**src/rtl/f3_button_cond.sv**
```systemverilog
// ---------------------------------------------------------------------------
// f3_button_cond
//
// Conditions the five raw function-3 buttons (East, West, North, South,
// Scramble) into clean single-cycle pulses for the function-3 key processor.
// Each channel is fully independent and contains:
//   - a 2-flop synchroniser for the asynchronous raw input,
//   - a counter-based debouncer that only follows a changed level after it
//     has been stable for DEBOUNCE_CYCLES consecutive cycles,
//   - a registered rising-edge one-shot on the debounced level,
//   - (directional channels only) an auto-repeat FSM that re-issues the
//     pulse REPEAT_DELAY cycles after the press and every REPEAT_RATE cycles
//     after that while the button stays down.
//
// Parameters:
//   DEBOUNCE_CYCLES  stable cycles needed before the debounced level moves (>=1)
//   REPEAT_DELAY     press-to-first-repeat distance in cycles; 0 = no repeat
//   REPEAT_RATE      distance between subsequent repeats in cycles (>=1)
//
// Ports:
//   sysclk        in   system clock, everything on the rising edge
//   reset         in   synchronous active-high reset
//   east_raw      in   raw East button (async, active high)
//   west_raw      in   raw West button (async, active high)
//   north_raw     in   raw North button (async, active high)
//   south_raw     in   raw South button (async, active high)
//   scramble_raw  in   raw Scramble button (async, active high)
//   East          out  one-cycle pulse on East press or repeat
//   West          out  one-cycle pulse on West press or repeat
//   North         out  one-cycle pulse on North press or repeat
//   South         out  one-cycle pulse on South press or repeat
//   Scramble      out  one-cycle pulse on Scramble press (never repeats)
//   held          out  debounced levels {scramble,south,north,west,east}
// ---------------------------------------------------------------------------
module f3_button_cond #(
  parameter int DEBOUNCE_CYCLES = 500000,
  parameter int REPEAT_DELAY    = 25000000,
  parameter int REPEAT_RATE     = 5000000
) (
  input  logic       sysclk,
  input  logic       reset,
  input  logic       east_raw,
  input  logic       west_raw,
  input  logic       north_raw,
  input  logic       south_raw,
  input  logic       scramble_raw,
  output logic       East,
  output logic       West,
  output logic       North,
  output logic       South,
  output logic       Scramble,
  output logic [4:0] held
);

  // Debounce counter only ever needs to hold values up to DEBOUNCE_CYCLES-1;
  // the terminal compare fires one step before it would reach DEBOUNCE_CYCLES.
  localparam int DEB_W = $clog2(DEBOUNCE_CYCLES + 1);
  localparam logic [DEB_W-1:0] DEB_LAST = DEB_W'(DEBOUNCE_CYCLES - 1);

  // Repeat counter is shared between the DELAY and REPEAT phases, so it is
  // sized for the larger of the two distances.
  localparam int REP_MAX = (REPEAT_DELAY > REPEAT_RATE) ? REPEAT_DELAY : REPEAT_RATE;
  localparam int RCNT_W  = $clog2(REP_MAX + 1);
  localparam logic [RCNT_W-1:0] DELAY_LAST = RCNT_W'(REPEAT_DELAY - 1);
  localparam logic [RCNT_W-1:0] RATE_LAST  = RCNT_W'(REPEAT_RATE - 1);

  typedef enum logic [1:0] {
    IDLE   = 2'd0,
    DELAY  = 2'd1,
    REPEAT = 2'd2
  } repState_e;

  // Channel order matches the held bus: bit 0 East ... bit 4 Scramble.
  logic [4:0] rawVec;
  logic [4:0] pulseVec;

  assign rawVec   = {scramble_raw, south_raw, north_raw, west_raw, east_raw};
  assign East     = pulseVec[0];
  assign West     = pulseVec[1];
  assign North    = pulseVec[2];
  assign South    = pulseVec[3];
  assign Scramble = pulseVec[4];

  for (genvar ch = 0; ch < 5; ch++) begin : g_chan
    logic             s1_q;
    logic             s2_q;
    logic             deb_q;
    logic             deb_d;
    logic             debDly_q;
    logic             rise;
    logic [DEB_W-1:0] cnt_q;
    logic [DEB_W-1:0] cnt_d;

    // Debounce next-state: any cycle where the synchronised level agrees with
    // the debounced level restarts the count, so only an uninterrupted run of
    // DEBOUNCE_CYCLES disagreeing cycles lets the debounced level follow.
    always_comb begin
      deb_d = deb_q;
      cnt_d = '0;
      if (s2_q != deb_q) begin
        if (cnt_q == DEB_LAST) begin
          deb_d = s2_q;
        end else begin
          cnt_d = cnt_q + 1'b1;
        end
      end
    end

    // Synchroniser, debouncer state and a one-cycle-delayed copy of the
    // debounced level used to spot its rising edge.
    always_ff @(posedge sysclk) begin
      if (reset) begin
        s1_q     <= 1'b0;
        s2_q     <= 1'b0;
        deb_q    <= 1'b0;
        debDly_q <= 1'b0;
        cnt_q    <= '0;
      end else begin
        s1_q     <= rawVec[ch];
        s2_q     <= s1_q;
        deb_q    <= deb_d;
        debDly_q <= deb_q;
        cnt_q    <= cnt_d;
      end
    end

    // High for the single cycle after the debounced level went 0->1; the
    // press pulse is this term registered, so releases never pulse.
    assign rise     = deb_q & ~debDly_q;
    assign held[ch] = deb_q;

    if (ch < 4 && REPEAT_DELAY > 0) begin : g_rep
      repState_e         state_q;
      logic [RCNT_W-1:0] rcnt_q;
      logic              pulse_q;

      // Auto-repeat FSM. It arms on the same edge that registers the press
      // pulse, so the first repeat lands REPEAT_DELAY cycles after the press
      // pulse. A release is seen through deb_d, which drops the FSM back to
      // IDLE on the very edge the debounced level falls, suppressing any
      // repeat that would have coincided with it.
      always_ff @(posedge sysclk) begin
        if (reset) begin
          state_q <= IDLE;
          rcnt_q  <= '0;
          pulse_q <= 1'b0;
        end else begin
          pulse_q <= rise;
          case (state_q)
            IDLE: begin
              if (rise) begin
                state_q <= DELAY;
                rcnt_q  <= '0;
              end
            end
            DELAY: begin
              if (!deb_d) begin
                state_q <= IDLE;
                rcnt_q  <= '0;
              end else if (rcnt_q == DELAY_LAST) begin
                pulse_q <= 1'b1;
                state_q <= REPEAT;
                rcnt_q  <= '0;
              end else begin
                rcnt_q <= rcnt_q + 1'b1;
              end
            end
            REPEAT: begin
              if (!deb_d) begin
                state_q <= IDLE;
                rcnt_q  <= '0;
              end else if (rcnt_q == RATE_LAST) begin
                pulse_q <= 1'b1;
                rcnt_q  <= '0;
              end else begin
                rcnt_q <= rcnt_q + 1'b1;
              end
            end
            default: begin
              state_q <= IDLE;
              rcnt_q  <= '0;
            end
          endcase
        end
      end

      assign pulseVec[ch] = pulse_q;
    end else begin : g_oneshot
      logic pulse_q;

      // Press-only channel: the registered rising edge is the whole output.
      always_ff @(posedge sysclk) begin
        if (reset) begin
          pulse_q <= 1'b0;
        end else begin
          pulse_q <= rise;
        end
      end

      assign pulseVec[ch] = pulse_q;
    end
  end

endmodule

```
**config.mk**
```make
export PLATFORM = sky130hd
export DESIGN_NAME = f3_button_cond
export DESIGN_NICKNAME = d
export VERILOG_FILES = /design/src/rtl/f3_button_cond.sv
export SDC_FILE = /design/constraint.sdc
export NUM_CORES = 1
export LEC_CHECK = 0
export ABC_AREA = 1
export CORE_MARGIN = 1
export CORE_UTILIZATION = 60
export DETAILED_ROUTE_END_ITERATION = 10
export PLACE_DENSITY = 0.73
export SLEW_MARGIN = 20
export SYNTH_ARGS = -nofsm -noshare
export SYNTH_HDL_FRONTEND = slang
export SYNTH_SLANG_ARGS = --single-unit
```
**constraint.sdc**
```tcl
create_clock -name sysclk -period 2.3 [get_ports sysclk]
set_input_delay 0.345 -clock sysclk [delete_from_list [all_inputs] [get_ports sysclk]]
set_output_delay 0.345 -clock sysclk [all_outputs]
set_load 0.02 [all_outputs]
```
Fig. 1: run 1, floorplan with the power grid
The bar under the picture is 50 um long. Pins as bars on the die edge.
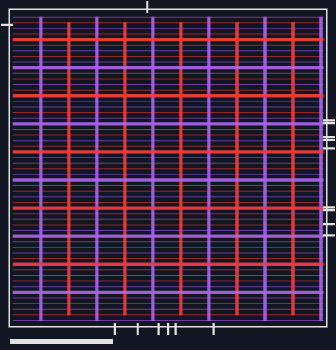
Key: VDD = red; VSS = purple
17 signal pins sit on the boundary. 10 straps on met5.
core area: 0.0221 mm2
Max VDD drop: 635 uV

Fig. 2: run 1, cells coloured by class
Fill, decap, tap and diode cells in grey.
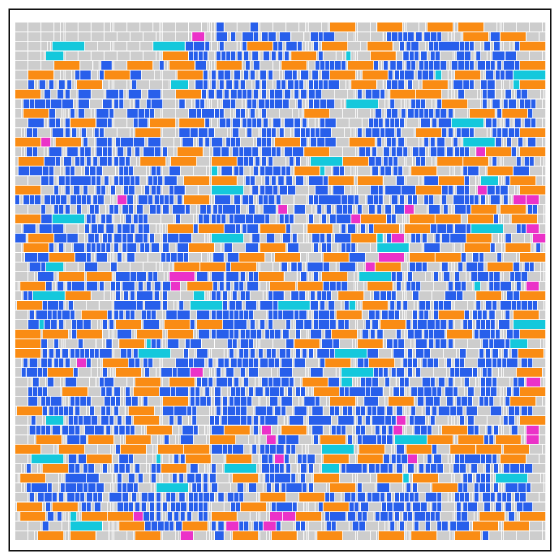
Key: remaining buffers and delay cells = magenta [cells 35, share of their area 2.3%]; sequential cells = orange [cells 228, share of their area 31%]; clock drivers and dummy loads = cyan [cells 49, share of their area 5.8%]; combinational and other logic = blue [cells 1,765, share of their area 60%]
Seq area share: 30.7%
cell area after layout: 0.0149 mm2

Fig. 3: run 1, clock network drawn from the DEF
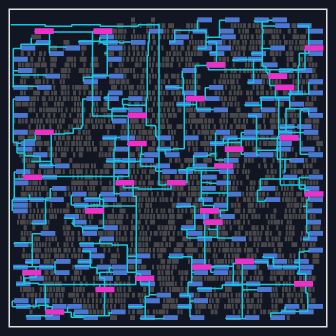
Key: flip-flops = blue [count 228]; clock wires = cyan [length 2,920 um]; clock drivers = magenta [count 27]
Position of the flops: all over the die. There are 28 routed clock nets.
Max Clock Skew: 0.00831 ns
clk pwr: 4.00 mW
Worst-Skew Late Latency: 0.53 ns
clock power share: 41.7%

==> flow_metrics.tcl, run 1 <==
# place-and-route summary
set metrics [dict create \
    outcome "finished, final reports clean" \
    r2r-end "g_chan[0].g_rep.rcnt_q[10]" \
    netlist.top_cell.by_area "dfxtp_1" \
    crit_chain "ha_1 -> nand2_1 -> inv_2 -> nand2_1 -> nor2_1 -> nand3_1 -> nand2_2 -> nand3_2 -> nand2_4 -> nand3_1 -> a21oi_1" \
    final_antenna_net_count 0 \
    dieHeight_um 153 \
    hold_ws_ns 0.159 \
    row_count 54 \
    viasPerCell 5.24 \
    cp-endpoint "g_chan[0].g_rep.rcnt_q[10]" \
    grt_busiest_layer "met2" \
    met3_usage_pct 3.01 \
    crit_fanout 25 \
    common_cells "nand2_1, nor2_1, inv_1" \
    worstMarginPinSlew_ns 0.479 \
    clockRootBuffer "clkbuf_16" \
    ys_seq_share_pct 33.3 \
    drive_gt1_share_pct 12.6 \
    cpLargestDelayFamily "simple AND/OR/NAND/NOR gates" \
    ys.flop_type "dfxtp_1" \
    syn_nets 2074 \
    ys_ff 228 \
    critPathBufInv 1 \
    power_mw 9.59 \
    grt_max_degree 76 \
    dpl-instance-area_mm2 0.0140 \
    rsz0062_at_grt "false" \
    leakage_nw 5.47 \
    drt_iter0_drc 685 \
    max_stage_delay_ns 0.36 \
    synth-async-reset-ratio_pct 0 \
    ff_count 228 \
    warning_count 34 \
    period_minus_slack_ns 1.99 \
    n_fill_cell 1996 \
    gp_congestion 0.906 \
    finalSetupViolCount 0 \
    wl_per_cell_um 12.3 \
    tns_ns 0 \
    wl_met1_mm 14.2 \
    netlist_top_cells_area "dfxtp_1, nand2_1, nor2_1" \
    nNonClkBuffers 35 \
    synth_warnings 0 \
    firstDrtPassIters 5 \
    r2r_setup_slack_ns 0.31 \
    cts_buffer_depth 3 \
    hold_buffers 0 \
    required_ns 2.75 \
    routed.top_layer "met4" \
    htreeDepth 1 \
    logic_area_mm2 0.00765 \
    clkCellAreaFrac_pct 5.70 \
    critPathCaptureType "flop" \
    post-route-period-util_pct 86.6 \
    cts_made_buffers 27 \
    layout.nets 2085 \
    pin_count 17 \
    die-area_mm2 0.0234 \
    dr_wl_met2_mm 13.3 \
    nonClkBufAreaFrac_pct 2.21 \
    fp_util_pct 62.0 \
    drcViolationCount 0 \
    cp-start-kind "flop" \
    dp_slack_ns 0.337 \
    largestClassByArea "multi-input combinational cells" \
    most_common_cell "nand2_1" \
    gr-total-overflow 0 \
    n_tap_cell 280 \
    grtUsageMet2_pct 42.9 \
    num_vias 12400 \
    grtUsageMet1_pct 33.1 \
    comb_cells 1464 \
    fin_cells 2357 \
    top_area_share_pct 33.3 \
    route.met3.wl_um 989 \
    synth_cell_types 47 \
    clock_buffers 39 \
    hold_viol 0 \
    fin_ws_ns 0.308 \
    clk_pin_slew_ns 0.06 \
    power_density_mw_per_mm2 645 \
    area_growth_pct 8.63 \
    finalMaxSlewViolations 0 \
]
## run 1: layout by cell type (no fill, tap or decap), types with 36 or more instances in the layout
master | netlist | routed
a21oi_2 | 57 | 57
dfxtp_1 | 228 | 228
nand2_1 | 446 | 446
inv_1 | 285 | 285
xor2_1 | 53 | 53
o21ai_0 | 36 | 36
nand3_1 | 139 | 139
nand4_1 | 52 | 52
nor3_1 | 65 | 65
a21oi_1 | 112 | 112
nand3_2 | 46 | 46
nor2_1 | 301 | 300
## run 1: worst min-delay path by stage
stage	start	depth (start not counted)	slack [ns]	endpoint
after detailed placement	g_chan[4].debDly_q	1	0.38	Scramble
after floorplan	g_chan[4].debDly_q	1	0.37	Scramble
after global routing	reset	2	0.17	g_chan[4].s1_q
after global placement	g_chan[4].debDly_q	1	0.38	Scramble
after CTS	reset	2	0.14	g_chan[3].s1_q
final	reset	2	0.16	g_chan[4].s1_q
## run 1: flip-flops by register name (all words and copies together), names as in the netlist
name,flops
g_chan.s1_q,5
g_chan.deb_q,5
g_chan.cnt_q,95
g_chan.g_rep.state_q,8
South,1
g_chan.g_rep.rcnt_q,100
West,1
g_chan.debDly_q,5
North,1
Scramble,1
g_chan.s2_q,5
East,1
## run 1: report_power, final
group / internal (mW) / leakage [nW] / switching [mW] / total (mW)
logic: 0.446 / 3.20 / 1.06 / 1.50
registers: 4.03 / 1.84 / 0.0493 / 4.08
clock network: 2.38 / 0.429 / 1.63 / 4.00
total: 6.86 / 5.47 / 2.73 / 9.59
## run 1: cell families (layout without fill, tap and decap cells)
kind of cell	after synthesis	count (layout)	synth area share, %
compound gates	232	232	10.5
xor+xnor	63	63	4.03
fa+ha+maj	21	21	1.92
buf+inv	354	385	10.8
flops	228	228	33.3
simple gates	1148	1148	39.4
--- run 2 (diff from run 1) ---
--- a/config.mk
+++ b/config.mk
@@ -6,10 +6,12 @@
 export NUM_CORES = 1
 export LEC_CHECK = 0
 export ABC_AREA = 1
+export CELL_PAD_IN_SITES_DETAIL_PLACEMENT = 1
+export CELL_PAD_IN_SITES_GLOBAL_PLACEMENT = 2
 export CORE_MARGIN = 1
-export CORE_UTILIZATION = 60
+export CORE_UTILIZATION = 36
 export DETAILED_ROUTE_END_ITERATION = 10
-export PLACE_DENSITY = 0.73
+export PLACE_DENSITY = 0.76
 export SLEW_MARGIN = 20
 export SYNTH_ARGS = -nofsm -noshare
 export SYNTH_HDL_FRONTEND = slang
Fig. 4: run 2, cells coloured by class
Fill, decap, tap and diode cells in grey.
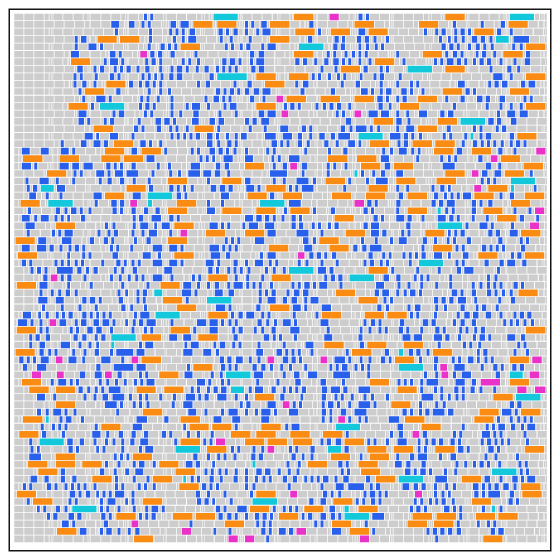
Key: sequential cells = orange [cells 228, share of their area 31%]; clock drivers and dummy loads = cyan [cells 48, share of their area 6.0%]; remaining buffers and delay cells = magenta [cells 45, share of their area 2.7%]; combinational and other logic = blue [cells 1,765, share of their area 60%]
Seq area share: 29.9%
cell area after layout: 0.0153 mm2

Fig. 5: run 2, the clock network
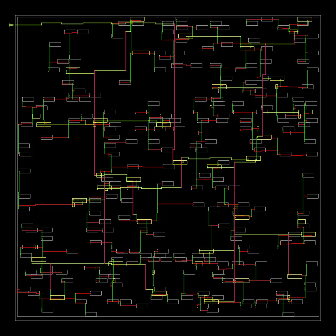
cts bufs inserted: 29
clk pwr: 4.32 mW

==> run 2 against run 1 <==
  * Clock power grew 8.0%
  * Largest cell class unchanged
  * Largest power group is now the clock network
  * Die size up 66%
  * Sequential power is essentially flat
  * Register-to-register slack worse by 0.02 ns
  * Non-clock buffer count rose by 10
  * Utilization fell by 27 points
==> flow_metrics.tcl, run 2 <==
# place-and-route summary
set metrics [dict create \
    regMostFlops "g_chan.g_rep.rcnt_q" \
    wl_per_cell_um 14.1 \
    cp-start-kind "flop" \
    synth-async-reset-ratio_pct 0 \
    dpl-instance-area_mm2 0.0144 \
    gr-total-overflow 0 \
    tns_ns 0 \
    combPwrFrac_pct 16.1 \
    max_stage_delay_ns 0.66 \
    required_ns 1.96 \
    p_int_mw 7.07 \
    ys.flop_type "dfxtp_1" \
    crit_fanout 5 \
    warning_count 34 \
    final_antenna_net_count 0 \
    drt_iter0_drc 448 \
    hold_buffers 0 \
    fp_util_pct 36.4 \
    p_clk_share_pct 43.1 \
    finalMaxSlewViolations 0 \
    layout.cells.most_common "nand2_1" \
    most_common_cell "nand2_1" \
    ir_drop_uv 484 \
    netlist.top_cell.by_area "dfxtp_1" \
    outcome "finished, final reports clean" \
    pin_count 17 \
    largest_register_ffs 100 \
    layout.nets 2097 \
    grt_max_degree 80 \
    worstMarginPinSlew_ns 0.557 \
    common_cells "nand2_1, nor2_1, inv_1" \
    row_count 71 \
    period_minus_slack_ns 2.03 \
    top_area_share_pct 33.3 \
    finalSetupViolCount 0 \
    clock_skew_ns 0.0128 \
    largest_registers "g_chan.g_rep.rcnt_q (100), g_chan.cnt_q (95), g_chan.g_rep.state_q (8)" \
    netlist_top_cells_area "dfxtp_1, nand2_1, nor2_1" \
    post-route-period-util_pct 88.3 \
    viasPerCell 4.87 \
    power_frac_seq_pct 40.8 \
]
[run 2: cell counts after synthesis]
Identical to the previous run, type by type.
[run 2: layout make-up]
type / instances / area (um2)
Clock inverter: 5 / 53.8
Inverter: 301 / 1130
Fill cell: 4875 / 22300
Clock buffer: 43 / 828
Tap cell: 511 / 639
Timing Repair Buffer: 45 / 392
Sequential cell: 228 / 4560
Multi-Input combinational cell: 1464 / 7670
[run 2: kinds of logic (layout without fill, tap and decap cells)]
family          after synthesis  in the layout  share of synthesized area (%)
compound gates              232            232                           10.5
xor+xnor                     63             63                           4.03
fa+ha+maj                    21             21                           1.92
buf+inv                     354            394                           10.8
flops                       228            228                           33.3
simple gates               1148           1148                           39.4
[run 2: power groups by stage]
stage                     Clock [mW]  Combinational, mW  Sequential [mW]
after CTS                       4.50               1.66             4.09
after global placement             0               1.62             4.17
final                           4.32               1.61             4.09
after floorplan                    0               1.06             4.19
after global routing            4.64               1.84             4.10
after detailed placement           0               1.65             4.18
[run 2: through the flow]
step	power [mW]	hold WS, ns	util [%]	setup WS [ns]	instances
after floorplan	5.25	0.373	-	0.606	2046
after global placement	5.79	0.380	38.3	0.331	2549
after detailed placement	5.82	0.383	38.3	0.246	2549
after CTS	10.3	0.0673	40.6	0.214	2597
after global routing	10.6	0.0832	40.6	0.0378	2597
final	10.0	0.104	40.6	0.270	2597
[run 2: path summary, 6_finish.rpt]
check                                   end  slack [ns]  cells past startpoint
hold / removal               g_chan[2].s1_q        0.10                      2
hold reg to reg                    Scramble        0.39                      1
setup reg to reg  g_chan[2].g_rep.rcnt_q[2]        0.29                     11
setup / recovery                    held[2]        0.27                      1
[run 2: layer usage]
layer | share of wire, % | GRT usage (%)
met5 | 0 | 0
met4 | 1.4 | 3.39
met3 | 2.5 | 2.85
met2 | 47 | 33.6
met1 | 50 | 25.5
Power figures rest on the tool's default switching activity, not on a simulated workload.
